Design cmd_parser, sky130hd; sources not shown.
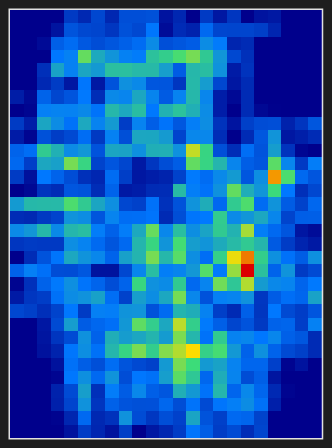
(run_1/metal_density.png)
The die is cut into 23 by 32 equal tiles; dark blue is low, red is high, scaled to the fullest tile. Values are wire area over tile area, all layers added.
4.8% of the tiles are over half the peak. The fullest tile reaches 0.66. The mean over all tiles is 0.14.
routed length per instance: 17.2 um
overall track demand over capacity in global routing: 0.182

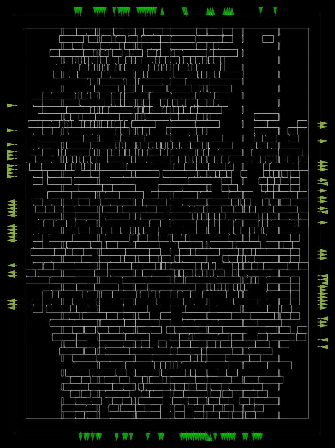
(run_1/placement.png)
sequential share of cell area: 0.472
# fillers: 1322

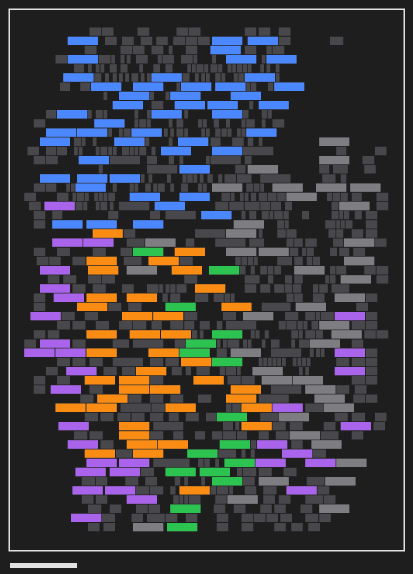
(run_1/flops_by_reg.png)
The bar under the picture is 20 um long.
Key: orange = r_sh [flops 40]; green = reg_addr [flops 16]; purple = reg_wdata [flops 32]; blue = u_ser.r_sh [flops 48]
final design utilization: 0.580
Sequential Power: 1.29 mW

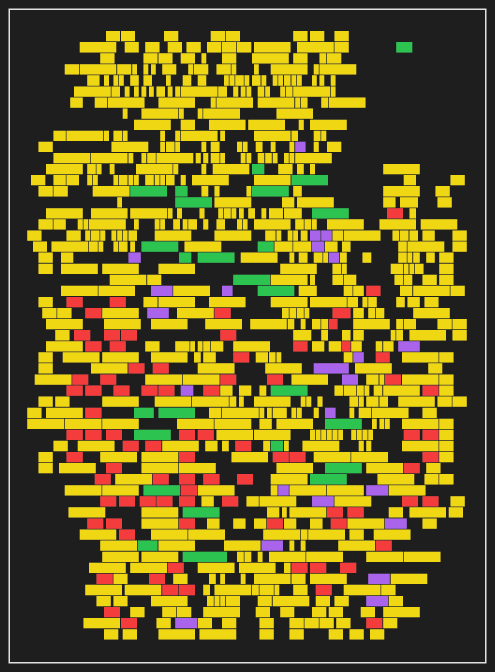
(run_1/sizes.png)
Key: purple = _3 and _4 cells [cells 23, most used mux2_4]; green = _6 and larger [cells 26, most used clkbuf_16]; red = _2 cells [cells 85, most used mux2_2]; yellow = _0 and _1 cells [cells 621, most used dfrtp_1]
Final Instance Area: 9380 um^2
layout overhead on the synthesized area: 26.1%

==> metrics.json, run 1 <==
{
  "ys_ff": 177,
  "insertion_delay_ns": 0.42,
  "outcome": "finished, final reports clean",
  "final-hold-violation-count": 0,
  "die-height_um": 160,
  "area_of_placed_instances_um2": 8800,
  "cts_buffers": 17,
  "worst_r2r_path_depth": 3,
  "finalNonFillerCells": 954,
  "floorplan.die.width_um": 117,
  "setup_slack_ns": 2.26,
  "worst-slew-pin-transition_ns": 1.07,
  "worst-r2r-setup-slack_ns": 3.27,
  "largest_register_ff_count": 48,
  "dp_hpwl_mm": 11.1,
  "via_count": 5141,
  "cts_max_path_buffers": 2,
  "largest_delay_share_family_worst_path": "simple AND/OR/NAND/NOR gates",
  "cp.required_ns": 5.22,
  "globalRouteOverflowTotal": 0,
  "crit_path_capture_type": "output pin",
  "drtIter0Drc": 285,
  "top_cells_by_area": "dfrtp_1 (60%), mux2_2 (12%), nand2_1 (5.5%)",
  "most_common_logic_cells_in_the_final_layout": "dfrtp_1 (177), clkdlybuf4s50_1 (129), nand2_1 (109), mux2_2 (79), a21oi_1 (30)",
  "critical_path.max_stage_delay_ns": 0.68,
  "seq_area_frac_synth": 0.596,
  "max_cap_viol_count": 0,
  "warning_count": 31,
  "largest_area_cell": "dfrtp_1",
  "layout_top_cell": "dfrtp_1"
}
run 1: power by group through the flow:
stage | clock, mW | combinational, mW | sequential [mW]
final | 1.11 | 0.213 | 1.29
after global routing | 1.19 | 0.241 | 1.30
after CTS | 1.13 | 0.216 | 1.29
after detailed placement | 0 | 0.215 | 1.32
after global placement | 0 | 0.207 | 1.31
after floorplan | 0 | 0.110 | 1.31
run 1: kinds of logic (layout without fill, tap and decap cells):
kind of cell    count (synthesis)  count (layout)  synth area share
mux                            89              89             0.140
fa+ha+maj                       6               6            0.0101
compound gates                 91              91            0.0804
xor+xnor                        9               9            0.0106
buf+inv                        68             189            0.0422
simple gates                  194             194             0.121
flops                         177             177             0.596
run 1: cell usage after synthesis, types with 2 or more instances:
master	number
a31oi_1	24
nor3b_1	2
mux2_4	10
nand3_1	14
nor2_1	29
a211oi_1	2
buf_4	8
and2_1	2
inv_1	23
ha_1	6
buf_1	3
clkbuf_1	29
a21oi_1	30
o21ai_0	5
nand2b_1	3
a22o_1	8
dfrtp_1	177
o211ai_1	3
o32ai_1	16
buf_2	2
nand4b_1	2
mux2_2	79
nand2_1	109
nor4b_1	2
and3_1	4
xnor2_1	9
buf_6	2
nand4_1	9
nor2b_1	3
or3_1	3
nor4_1	2
run 1: per-layer routing:
layer	vias to the layer above	wire length, um	GRT usage
met5	-	0	0
met4	0	217	0.0532
met3	24	928	0.0428
met2	149	8250	0.284
met1	2559	7050	0.253
li1	2409	-	-
run 1: area by class of cell:
class / instances / area share
Clock buffer: 19 / 0.0483
Clock inverter: 12 / 0.0133
Inverter: 23 / 0.00920
Multi-Input combinational cell: 389 / 0.288
Sequential cell: 177 / 0.472
Tap cell: 199 / 0.0265
Timing Repair Buffer: 135 / 0.143
==> run_1/clk_routes.png <==
The bar under the picture is 20 um long.
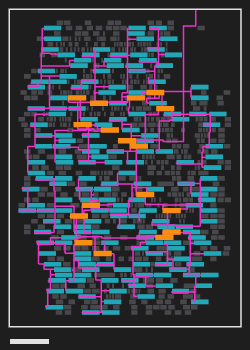

==> inputs of run 2 (changes only) <==
PLACE_DENSITY = 0.73   (was 0.7)
clock period = 2.9 ns   (was 5.8 ns; I/O delays follow)
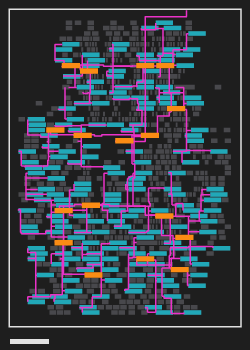
(run_2/clk_routes.png)
The bar under the picture is 20 um long.
Key: cyan = flip-flops [count 177]; magenta = clock wires [length 1930 um]; orange = clock drivers [count 17]
There are 18 routed clock nets. Position of the flops: all over the die.
proportion of power drawn by the clock network: 0.441
post-route clock skew: 0.0122 ns

==> metrics.json, run 2 <==
{
  "outcome": "finished, final reports clean",
  "synth.cellmix.simpleShare": {"value": 0.121, "change": "unchanged"},
  "cts_max_path_buffers": {"value": 2, "change": "unchanged"},
  "finalNonFillerCells": {"value": 963, "change": "+0.94%"},
  "synth_compound_gate_area_share": {"value": 0.0804, "change": "unchanged"},
  "globalRouteOverflowTotal": {"value": 0, "change": "unchanged"},
  "yosys-mux-area-fraction": {"value": 0.140, "change": "unchanged"},
  "drtIter0Drc": {"value": 374, "change": "+31%"},
  "dp_hpwl": {"value": 12.0, "unit": "mm", "change": "+8.1%"},
  "die-height": {"value": 160, "unit": "um", "change": "unchanged"},
  "ys_ff": {"value": 177, "change": "unchanged"},
  "share_of_the_synthesized_netlist_area_taken_by_xor_and_xnor_gates": {"value": 0.0106, "change": "unchanged"},
  "cts_buffers": {"value": 17, "change": "unchanged"},
  "post-synth-top-count-cell": "dfrtp_1",
  "ys_top_cells_by_count": "dfrtp_1 (177), nand2_1 (109), mux2_2 (79)",
  "top_cells_by_area": "dfrtp_1 (60%), mux2_2 (12%), nand2_1 (5.5%)",
  "layout_top_cell": "dfrtp_1",
  "critical_path.max_stage_delay": {"value": 0.62, "unit": "ns", "change": "-0.06 ns"},
  "floorplan.die.width": {"value": 117, "unit": "um", "change": "unchanged"},
  "crit_path_capture_type": "output pin"
}
[run 2: cell count changes in the layout (fill, tap and decap cells not counted)]
cell           previous run  this run
bufinv_16                 1         3
buf_4                     5        11
clkinv_2                  0         2
clkinv_4                  3         1
clkinvlp_4                3         2
buf_12                    0         1
dlygate4sd3_1             0         1
[run 2: where the power goes]
group / leakage, nW / internal [mW] / switching, mW
Sequential: 2.37 / 2.53 / 0.0631
Clock: 0.303 / 1.42 / 0.972
Combinational: 1.85 / 0.176 / 0.265
Total: 4.52 / 4.12 / 1.30
[run 2: cells by family after synthesis]
group | after synthesis
AND-OR/OR-AND | 91
XOR/XNOR | 9
adder cells (fa/ha/maj) | 6
buffers and inverters | 68
flip-flops | 177
multiplexers | 89
AND/OR/NAND/NOR | 194
[run 2: worst max-delay path, delay by kind of cell (launching register included)]
| kind | cells | cell delay, ns |
|---|---|---|
| buffers and inverters | 1 | 0.62 |
| AND/OR/NAND/NOR | 3 | 0.87 |
| flip-flops | 1 | 0.41 |
[run 2: layout make-up]
cell class	instances	area [um^2]	share of cell area
inverters	23	86.3	0.00909
repair buffers	143	1420	0.149
clock inverters	13	170	0.0179
multi-input cells	389	2700	0.284
flip-flops and latches	177	4430	0.466
well taps	199	249	0.0262
clock buffers	19	453	0.0477
[run 2: through the flow]
step	total power [mW]	instance area (um^2)	hold slack, ns	util
after global routing	5.64	9500	0.311	0.588
after CTS	5.48	9500	0.291	0.588
after floorplan	2.84	7440	-0.00559	-
final	5.42	9500	0.300	0.588
after detailed placement	3.08	8870	0.188	0.548
after global placement	3.05	8870	0.182	0.548
[run 2: routing by layer]
layer,GRT usage,vias up,wire length (um)
li1,-,2427,-
met2,0.322,144,9050
met1,0.242,2625,6900
met5,0,-,0
met3,0.0572,27,1050
met4,0.0741,0,431
Power figures rest on the tool's default switching activity, not on a simulated workload.
